### src/rtl/cbm_step_sequencer_pkg.sv
// Shared types and helpers for the CBM step sequencer: FSM encoding,
// count width derivation and step token field positions.
package cbm_step_sequencer_pkg;

  typedef enum logic [1:0] {
    ST_IDLE  = 2'd0,
    ST_ISSUE = 2'd1,
    ST_WAIT  = 2'd2,
    ST_EMIT  = 2'd3
  } seq_state_e;

  // A count can reach NSUB, so it needs room for NSUB+1 values.
  function automatic int cbm_wc(input int nsub);
    return $clog2(nsub + 1);
  endfunction

  function automatic int step_first_bit(input int win);
    return win + 1;
  endfunction

  function automatic int step_last_bit(input int win);
    return win;
  endfunction

endpackage

### src/rtl/cbm_step_sequencer_if.sv
// Handshake bundle between the step sequencer and its neighbours:
// sample input, step token output, CbmState return and hidden vector output.
interface cbm_step_sequencer_if
  import cbm_step_sequencer_pkg::*;
#(
  parameter int NH   = 8,
  parameter int WIN  = 16,
  parameter int NSUB = 16
) ();
  localparam int WC = cbm_wc(NSUB);

  logic                 iValid_AS_Input;
  logic                 oReady_AS_Input;
  logic [WIN-1:0]       iData_AS_Input;

  logic                 oValid_BS_Step;
  logic                 iReady_BS_Step;
  logic [WIN+1:0]       oData_BS_Step;

  logic                 iValid_AM_CbmState;
  logic                 oReady_AM_CbmState;
  logic [NH-1:0]        iData_AM_CbmState;

  logic                 oValid_BM_Hidden;
  logic                 iReady_BM_Hidden;
  logic [NH*WC-1:0]     oData_BM_Hidden;

  modport slave (
    input  iValid_AS_Input, iData_AS_Input,
    output oReady_AS_Input,
    output oValid_BS_Step, oData_BS_Step,
    input  iReady_BS_Step,
    input  iValid_AM_CbmState, iData_AM_CbmState,
    output oReady_AM_CbmState,
    output oValid_BM_Hidden, oData_BM_Hidden,
    input  iReady_BM_Hidden
  );

  modport master (
    output iValid_AS_Input, iData_AS_Input,
    input  oReady_AS_Input,
    input  oValid_BS_Step, oData_BS_Step,
    output iReady_BS_Step,
    output iValid_AM_CbmState, iData_AM_CbmState,
    input  oReady_AM_CbmState,
    input  oValid_BM_Hidden, oData_BM_Hidden,
    output iReady_BM_Hidden
  );

endinterface

### src/rtl/cbm_step_sequencer_fire_counter.sv
// NH parallel saturating firing counters; clear wins over enable, and each
// enabled counter adds its bit of the increment vector.
module cbm_fire_counter
  import cbm_step_sequencer_pkg::*;
#(
  parameter  int NH   = 8,
  parameter  int NSUB = 16,
  localparam int WC   = cbm_wc(NSUB)
) (
  input  logic             clk,
  input  logic             rst,
  input  logic             clr,
  input  logic             en,
  input  logic [NH-1:0]    inc,
  output logic [NH*WC-1:0] count
);

  localparam logic [WC-1:0] SAT = WC'(NSUB);

  for (genvar gi = 0; gi < NH; gi++) begin : g_cnt
    logic [WC-1:0] cnt_q;
    logic [WC-1:0] cnt_d;

    always_comb begin
      cnt_d = cnt_q;
      if (clr) begin
        cnt_d = '0;
      end else if (en && inc[gi] && (cnt_q != SAT)) begin
        cnt_d = cnt_q + WC'(1);
      end
    end

    always_ff @(posedge clk or posedge rst) begin
      if (rst) begin
        cnt_q <= '0;
      end else begin
        cnt_q <= cnt_d;
      end
    end

    assign count[gi*WC +: WC] = cnt_q;

    // One increment per sub-step means saturation should never be hit.
    a_no_sat: assert property (@(posedge clk) disable iff (rst)
      !(en && !clr && inc[gi] && (cnt_q == SAT)));
  end

endmodule

### src/rtl/cbm_step_sequencer.sv
// Per-sample step sequencer for the recurrent CBM datapath: issues NSUB step
// tokens one at a time, integrates returned states, emits counts after washout.
module cbm_step_sequencer
  import cbm_step_sequencer_pkg::*;
#(
  parameter int NH    = 8,
  parameter int WIN   = 16,
  parameter int NSUB  = 16,
  parameter int NWASH = 4
) (
  input  logic                 iCLK,
  input  logic                 iRST,
  cbm_step_sequencer_if.slave  bus,
  output logic                 oBusy
);

  localparam int WC        = cbm_wc(NSUB);
  localparam int SW        = $clog2(NSUB + 1);
  localparam int WW        = $clog2(NWASH + 2);
  localparam int FIRST_BIT = step_first_bit(WIN);
  localparam int LAST_BIT  = step_last_bit(WIN);
  localparam logic [SW-1:0] LAST_STEP = SW'(NSUB - 1);
  localparam logic [WW-1:0] WASH_MAX  = WW'(NWASH);

  seq_state_e      state_q, state_d;
  logic [SW-1:0]   step_q, step_d;
  logic [WW-1:0]   wash_q, wash_d;
  logic [WIN-1:0]  sample_q, sample_d;
  logic            in_ready_q, in_ready_d;
  logic            step_valid_q, step_valid_d;
  logic            cbm_ready_q, cbm_ready_d;
  logic            hid_valid_q, hid_valid_d;
  logic            busy_q, busy_d;
  logic            cnt_clr;
  logic            cnt_en;
  logic [WIN+1:0]  step_tok;

  always_comb begin
    state_d  = state_q;
    step_d   = step_q;
    wash_d   = wash_q;
    sample_d = sample_q;
    cnt_clr  = 1'b0;
    cnt_en   = 1'b0;

    unique case (state_q)
      ST_IDLE: begin
        if (in_ready_q && bus.iValid_AS_Input) begin
          sample_d = bus.iData_AS_Input;
          step_d   = '0;
          cnt_clr  = 1'b1;
          state_d  = ST_ISSUE;
        end
      end
      ST_ISSUE: begin
        if (step_valid_q && bus.iReady_BS_Step) begin
          state_d = ST_WAIT;
        end
      end
      ST_WAIT: begin
        if (cbm_ready_q && bus.iValid_AM_CbmState) begin
          cnt_en = 1'b1;
          if (step_q == LAST_STEP) begin
            state_d = ST_EMIT;
          end else begin
            step_d  = step_q + SW'(1);
            state_d = ST_ISSUE;
          end
        end
      end
      ST_EMIT: begin
        if (!hid_valid_q) begin
          if (wash_q < WASH_MAX) begin
            wash_d = wash_q + WW'(1);
          end
          state_d = ST_IDLE;
        end else if (bus.iReady_BM_Hidden) begin
          state_d = ST_IDLE;
        end
      end
      default: state_d = ST_IDLE;
    endcase

    // Handshake outputs are decoded from the next state so they leave as flops.
    in_ready_d   = (state_d == ST_IDLE);
    step_valid_d = (state_d == ST_ISSUE);
    cbm_ready_d  = (state_d == ST_WAIT);
    hid_valid_d  = (state_d == ST_EMIT) && (wash_d == WASH_MAX);
    busy_d       = (state_d != ST_IDLE);
  end

  always_ff @(posedge iCLK or posedge iRST) begin
    if (iRST) begin
      state_q      <= ST_IDLE;
      step_q       <= '0;
      wash_q       <= '0;
      sample_q     <= '0;
      in_ready_q   <= 1'b0;
      step_valid_q <= 1'b0;
      cbm_ready_q  <= 1'b0;
      hid_valid_q  <= 1'b0;
      busy_q       <= 1'b0;
    end else begin
      state_q      <= state_d;
      step_q       <= step_d;
      wash_q       <= wash_d;
      sample_q     <= sample_d;
      in_ready_q   <= in_ready_d;
      step_valid_q <= step_valid_d;
      cbm_ready_q  <= cbm_ready_d;
      hid_valid_q  <= hid_valid_d;
      busy_q       <= busy_d;
    end
  end

  always_comb begin
    step_tok            = '0;
    step_tok[WIN-1:0]   = sample_q;
    step_tok[FIRST_BIT] = (step_q == '0);
    step_tok[LAST_BIT]  = (step_q == LAST_STEP);
  end

  cbm_fire_counter #(
    .NH   (NH),
    .NSUB (NSUB)
  ) u_fire_counter (
    .clk   (iCLK),
    .rst   (iRST),
    .clr   (cnt_clr),
    .en    (cnt_en),
    .inc   (bus.iData_AM_CbmState),
    .count (bus.oData_BM_Hidden)
  );

  assign bus.oReady_AS_Input    = in_ready_q;
  assign bus.oValid_BS_Step     = step_valid_q;
  assign bus.oData_BS_Step      = step_tok;
  assign bus.oReady_AM_CbmState = cbm_ready_q;
  assign bus.oValid_BM_Hidden   = hid_valid_q;
  assign oBusy                  = busy_q;

endmodule

### src/flat_wrapper.sv
// flat-port wrapper written by rule: the top's interface ports become plain ports
module cbm_step_sequencer_flat import cbm_step_sequencer_pkg::*;
#(
  parameter int NH    = 8,
  parameter int WIN   = 16,
  parameter int NSUB  = 16,
  parameter int NWASH = 4
)
  (iCLK, iRST, oBusy, bus_iValid_AS_Input, bus_iData_AS_Input, bus_oReady_AS_Input, bus_oValid_BS_Step, bus_oData_BS_Step, bus_iReady_BS_Step, bus_iValid_AM_CbmState, bus_iData_AM_CbmState, bus_oReady_AM_CbmState, bus_oValid_BM_Hidden, bus_oData_BM_Hidden, bus_iReady_BM_Hidden);
  cbm_step_sequencer_if #(.NH(NH), .WIN(WIN), .NSUB(NSUB)) bus_i ();
  input  logic iCLK;
  input  logic iRST;
  output logic oBusy;
  input wire logic [$bits(bus_i.iValid_AS_Input)-1:0] bus_iValid_AS_Input;
  input wire logic [$bits(bus_i.iData_AS_Input)-1:0] bus_iData_AS_Input;
  output wire logic [$bits(bus_i.oReady_AS_Input)-1:0] bus_oReady_AS_Input;
  output wire logic [$bits(bus_i.oValid_BS_Step)-1:0] bus_oValid_BS_Step;
  output wire logic [$bits(bus_i.oData_BS_Step)-1:0] bus_oData_BS_Step;
  input wire logic [$bits(bus_i.iReady_BS_Step)-1:0] bus_iReady_BS_Step;
  input wire logic [$bits(bus_i.iValid_AM_CbmState)-1:0] bus_iValid_AM_CbmState;
  input wire logic [$bits(bus_i.iData_AM_CbmState)-1:0] bus_iData_AM_CbmState;
  output wire logic [$bits(bus_i.oReady_AM_CbmState)-1:0] bus_oReady_AM_CbmState;
  output wire logic [$bits(bus_i.oValid_BM_Hidden)-1:0] bus_oValid_BM_Hidden;
  output wire logic [$bits(bus_i.oData_BM_Hidden)-1:0] bus_oData_BM_Hidden;
  input wire logic [$bits(bus_i.iReady_BM_Hidden)-1:0] bus_iReady_BM_Hidden;
  assign bus_i.iValid_AS_Input = bus_iValid_AS_Input;
  assign bus_i.iData_AS_Input = bus_iData_AS_Input;
  assign bus_oReady_AS_Input = bus_i.oReady_AS_Input;
  assign bus_oValid_BS_Step = bus_i.oValid_BS_Step;
  assign bus_oData_BS_Step = bus_i.oData_BS_Step;
  assign bus_i.iReady_BS_Step = bus_iReady_BS_Step;
  assign bus_i.iValid_AM_CbmState = bus_iValid_AM_CbmState;
  assign bus_i.iData_AM_CbmState = bus_iData_AM_CbmState;
  assign bus_oReady_AM_CbmState = bus_i.oReady_AM_CbmState;
  assign bus_oValid_BM_Hidden = bus_i.oValid_BM_Hidden;
  assign bus_oData_BM_Hidden = bus_i.oData_BM_Hidden;
  assign bus_i.iReady_BM_Hidden = bus_iReady_BM_Hidden;
  cbm_step_sequencer #(.NH(NH), .WIN(WIN), .NSUB(NSUB), .NWASH(NWASH)) u_core (.iCLK(iCLK), .iRST(iRST), .bus(bus_i), .oBusy(oBusy));
endmodule
### config.mk
export PLATFORM = sky130hd
export DESIGN_NAME = cbm_step_sequencer_flat
export DESIGN_NICKNAME = d
export VERILOG_FILES = /design/src/rtl/cbm_step_sequencer_pkg.sv /design/src/rtl/cbm_step_sequencer_if.sv /design/src/rtl/cbm_step_sequencer_fire_counter.sv /design/src/rtl/cbm_step_sequencer.sv /design/src/flat_wrapper.sv
export SDC_FILE = /design/constraint.sdc
export NUM_CORES = 1
export LEC_CHECK = 0
export CAP_MARGIN = 20
export CORE_MARGIN = 2
export CORE_UTILIZATION = 52
export CTS_BUF_LIST = sky130_fd_sc_hd__clkbuf_2 sky130_fd_sc_hd__clkbuf_4 sky130_fd_sc_hd__clkbuf_8
export CTS_CLUSTER_DIAMETER = 120
export DETAILED_ROUTE_END_ITERATION = 10
export PLACE_DENSITY = 0.82
export SYNTH_ARGS = -nofsm -noshare
export SYNTH_HDL_FRONTEND = slang
export SYNTH_HIERARCHICAL = 1
export SYNTH_SLANG_ARGS = --single-unit
### constraint.sdc
create_clock -name iCLK -period 2.7 [get_ports iCLK]
set_clock_uncertainty 0.05 [all_clocks]
set_input_delay 0.405 -clock iCLK [delete_from_list [all_inputs] [get_ports iCLK]]
set_output_delay 0.405 -clock iCLK [all_outputs]
set_load 0.01 [all_outputs]
==> summary.txt <==
run results: status finished, final reports clean, Seq pwr share 38.4%, yosys synthesis chip area 3850 um2, clock power share 23.7%, Int Power 0.00293 W, largest net degree at the start of global routing 47, Final Hold Vio Count 0, worst vdd ir 602 uV, drc violations 0, Port Buffers 92, Critical R2R Launch u_core/step_q[0], Worst Setup EP bus_oData_BS_Step[16], share of cells above drive strength 1 13.9%, worst hold margin 441 ps, TritonCTS clock tree done, cells after synthesis 359, Top cell excl fill/tap clkdlybuf4s50_1, routed wl met3 543 um, Yosys reg bits 71, RSZ-0062 raised after global routing false, Die Y 90.0 um, Nets 506, Crit Path Class reg2out, setup TNS 0 ps, Post-CTS Resized 0, Hold Crit Depth 1, hpwl dp 5430 um, Routed Antenna Nets 0, yosys warns 6, most frequent logic cells in the routed design clkdlybuf4s50_1 (92), dfrtp_1 (71), nor2_1 (36), inv_1 (30), Max-slew headroom 64.6%, initial drt markers 110, sw frac 32.6%, WP depth 4, post-synthesis cell area 3850 um2, crit start category flop, Vias 3023, CTS Sinks 71, Pleak 2.19 nW, Ant. Diodes 0, Skew-Pair Late Insertion Delay 330 ps, worst r2r path cells 6, IO Count 93, max_cap viols 0, final worst-path cycle share 93.1%, initial core utilization 53.4%, NetSw 0.00142 W, Num CTS Buffers 9, Post-CTS Hold Fix Bufs 0, Area leader share 46.1%, Post-Route WL 7890 um, delay-heaviest family, CP buffers and inverters, crit path cell chain ha_1 -> and3_1 -> ha_1 -> clkdlybuf4s50_1, Max Slew Vio Count 0, DRT Pass-1 Iters 4, worst hold path class reg2reg, Worst R2R Setup Slack 670 ps, f_max 0.398 GHz, gr ovfl total 0, reg2reg end u_core/bus.oValid_BM_Hidden, Async SR Flop Fraction 100%, Layout area overhead 32.7%, WP buf/inv 1, most used cell, CP ha_1, chip width 90.0 um, CP max FO 7, tool warnings 35, PwrDens 851 nW/um2, # Cells Yosys 359, Max Root-Sink Buffers 2, Data arrival, critical path 2060 ps, Avg Vias per Cell 5.40, Critical Path Sink Type output port, Max Used Layer met4, critical path startpoint u_core/step_q[0], CP Data Required Time 2250 ps, syn_nets 409, fin crit period 2510 ps, Dominant flop cell dfrtp_1, DRT met1 WL 3500 um, first-pass GRT wire length 13700 um, Avg Cell Area, Syn 10.7 um2, vias in the first global route 2977, setup violators final 0, Worst path max stage delay 610 ps, Cell area leaders dfrtp_1 (46%), ha_1 (6.5%), mux2_1 (5.3%), EDFF count, synth 0, DR WL met2 3790 um, Rows 31, initial antenna violation count 0, Placeable Area 7210 um2, Worst-Margin Slew 531 ps, chip area 8110 um2, Cell Type Count 54, CP max stage cell clkdlybuf4s50_1, clock-pin slew on the worst setup and hold paths 80 ps, Comb power frac 37.8%, Root Buffer Master clkbuf_8, Routability Congestion 0.819, Yosys top cell by area dfrtp_1, H-tree depth 3, Synth Seq Share 46.1%, setup bufs post-CTS 0
==> cells by family (layout without fill, tap and decap cells) <==
logic type,Yosys count,in the layout,synth area share [%]
AND/OR/NAND/NOR,136,136,20.7
flip-flops,71,71,46.1
AND-OR/OR-AND,47,47,9.13
multiplexers,42,42,12.1
buffers and inverters,42,144,5.20
adder cells (fa/ha/maj),20,20,6.50
XOR/XNOR,1,1,0.228
==> stage by stage <==
stage / area [um2] / instances / power, W / worst slack, ps
after floorplan: 3850 / 359 / 0.00254 / 796
after global placement: 4860 / 544 / 0.00328 / 383
after detailed placement: 4860 / 544 / 0.00335 / 339
after CTS: 5110 / 560 / 0.00441 / 182
after global routing: 5110 / 560 / 0.00466 / 104
final: 5110 / 560 / 0.00435 / 186
==> routing by layer <==
metal | up-vias | global-route usage (%)
li1 | 1444 | -
met1 | 1480 | 25.8
met2 | 93 | 34.2
met3 | 6 | 5.70
met4 | 0 | 5.38
met5 | - | 0
==> cell type report <==
cell class,instances,area [um2]
clock buffers,11,139
clock inverters,5,106
fillers,530,2100
inverters,30,113
multi-input cells,246,1870
flip-flops and latches,71,1780
well taps,99,124
repair buffers,98,978
==> synthesized netlist by cell type (2+ instances only) <==
master    number
nor4bb_1       2
a31oi_2        3
nand2_2        5
a21oi_1       12
a31o_2         5
a311oi_1       3
o21ai_0        9
inv_1         30
or3_1          9
ha_1          20
nor2_1        36
nand2_1       11
nand3_1       15
buf_2          3
and4bb_1       2
nand2b_1      20
nor3b_1        3
buf_6          3
a311o_1        2
clkbuf_1       4
mux2_1        18
and3_2         6
nor2b_1       10
dfrtp_1       71
o21ai_1        3
o31ai_1        2
or4_1          2
mux2i_1        9
o221ai_1       3
mux2_2        14
==> worst reg2reg max path: cells and delay by family, from the launching register on <==
family	cells	cell delay [ps]
AOI/OAI and AO/OA	1	270
adders and majority gates	2	560
DFF	1	400
and+or+nand+nor	3	660
==> registers in the layout, indices dropped and copies added, names as in the netlist <==
name                               flops
u_core/bus.oValid_BS_Step              1
u_core/bus.oReady_AS_Input             1
u_core/oBusy                           1
u_core/bus.oValid_BM_Hidden            1
u_core/step_q                          5
u_core/u_fire_counter/g_cnt.cnt_q     40
u_core/bus.oReady_AM_CbmState          1
u_core/state_q                         2
u_core/wash_q                          3
u_core/sample_q                       16
==> power groups by stage <==
stage / Clock (W) / Combinational, W / Sequential, W
final: 0.00103 / 0.00165 / 0.00167
after global routing: 0.00110 / 0.00183 / 0.00173
after CTS: 0.00106 / 0.00167 / 0.00167
after detailed placement: 0 / 0.00166 / 0.00169
after global placement: 0 / 0.00161 / 0.00167
after floorplan: 0 / 0.000798 / 0.00175
==> worst min-delay path by stage <==
| stage | start | to | slack, ps |
|---|---|---|---|
| after floorplan | u_core/wash_q[2] | u_core/wash_q[2] | 410 |
| after global placement | u_core/sample_q[8] | u_core/sample_q[8] | 420 |
| after detailed placement | u_core/sample_q[8] | u_core/sample_q[8] | 430 |
| after CTS | u_core/sample_q[8] | u_core/sample_q[8] | 440 |
| after global routing | u_core/sample_q[13] | u_core/sample_q[13] | 470 |
| final | u_core/sample_q[8] | u_core/sample_q[8] | 440 |
Cell classes on the final placement:
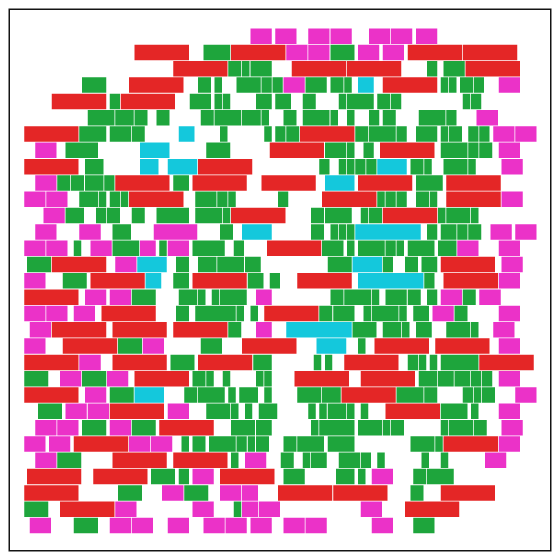
green -> remaining logic cells  # cells 276, share of their area 40%
cyan -> clock drivers and dummy loads  # cells 16, share of their area 4.9%
magenta -> remaining buffers and delay cells  # cells 98, share of their area 20%
red -> registers  # cells 71, share of their area 36%

Wiring heat map:
Scale bar: 20 um. The die is cut into 18 by 18 equal tiles; dark blue is low, red is high, scaled to the fullest tile. Values are wire area over tile area, all layers added.
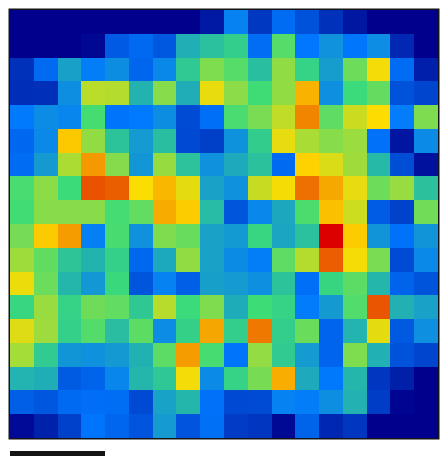
tiles over half the peak = 33%
mean over tiles = 0.16
fullest tile = 0.40
emptiest ninth of the die = north-west

Track usage over the die:
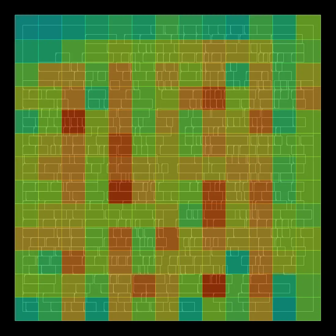
Avg WL per Cell: 14.1 um
GRT Overall Usage: 20.3%
Final Util: 70.8%
GR met2 Demand/Resource: 34.2%

Register map, names as in the netlist:
Scale bar: 20 um.
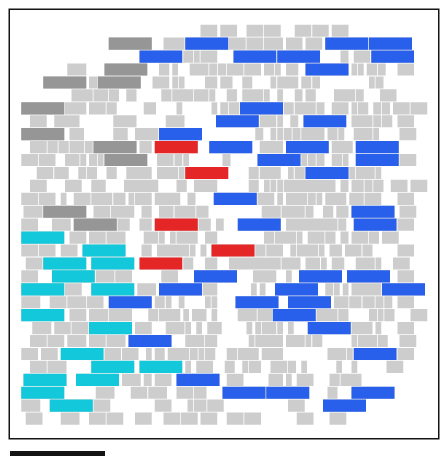
blue -> `u_core/u_fire_counter/g_cnt.cnt_q`  # placed flops 40
red -> `u_core/step_q`  # placed flops 5, where center
cyan -> `u_core/sample_q`  # placed flops 16
not colored = 10
seq pwr: 0.00167 W
Sequential Area: 1780 um2
flop share of the area: 34.8%

Signal wires by layer:
Scale bar: 20 um.
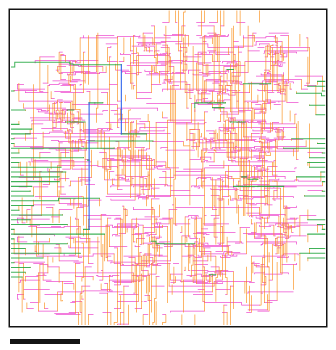
green -> M3  # wire length 543 um
magenta -> M1  # wire length 3500 um
orange -> M2  # wire length 3790 um
blue -> M4  # wire length 55.8 um

No activity file was given, so power comes from the tool's default toggle rates.
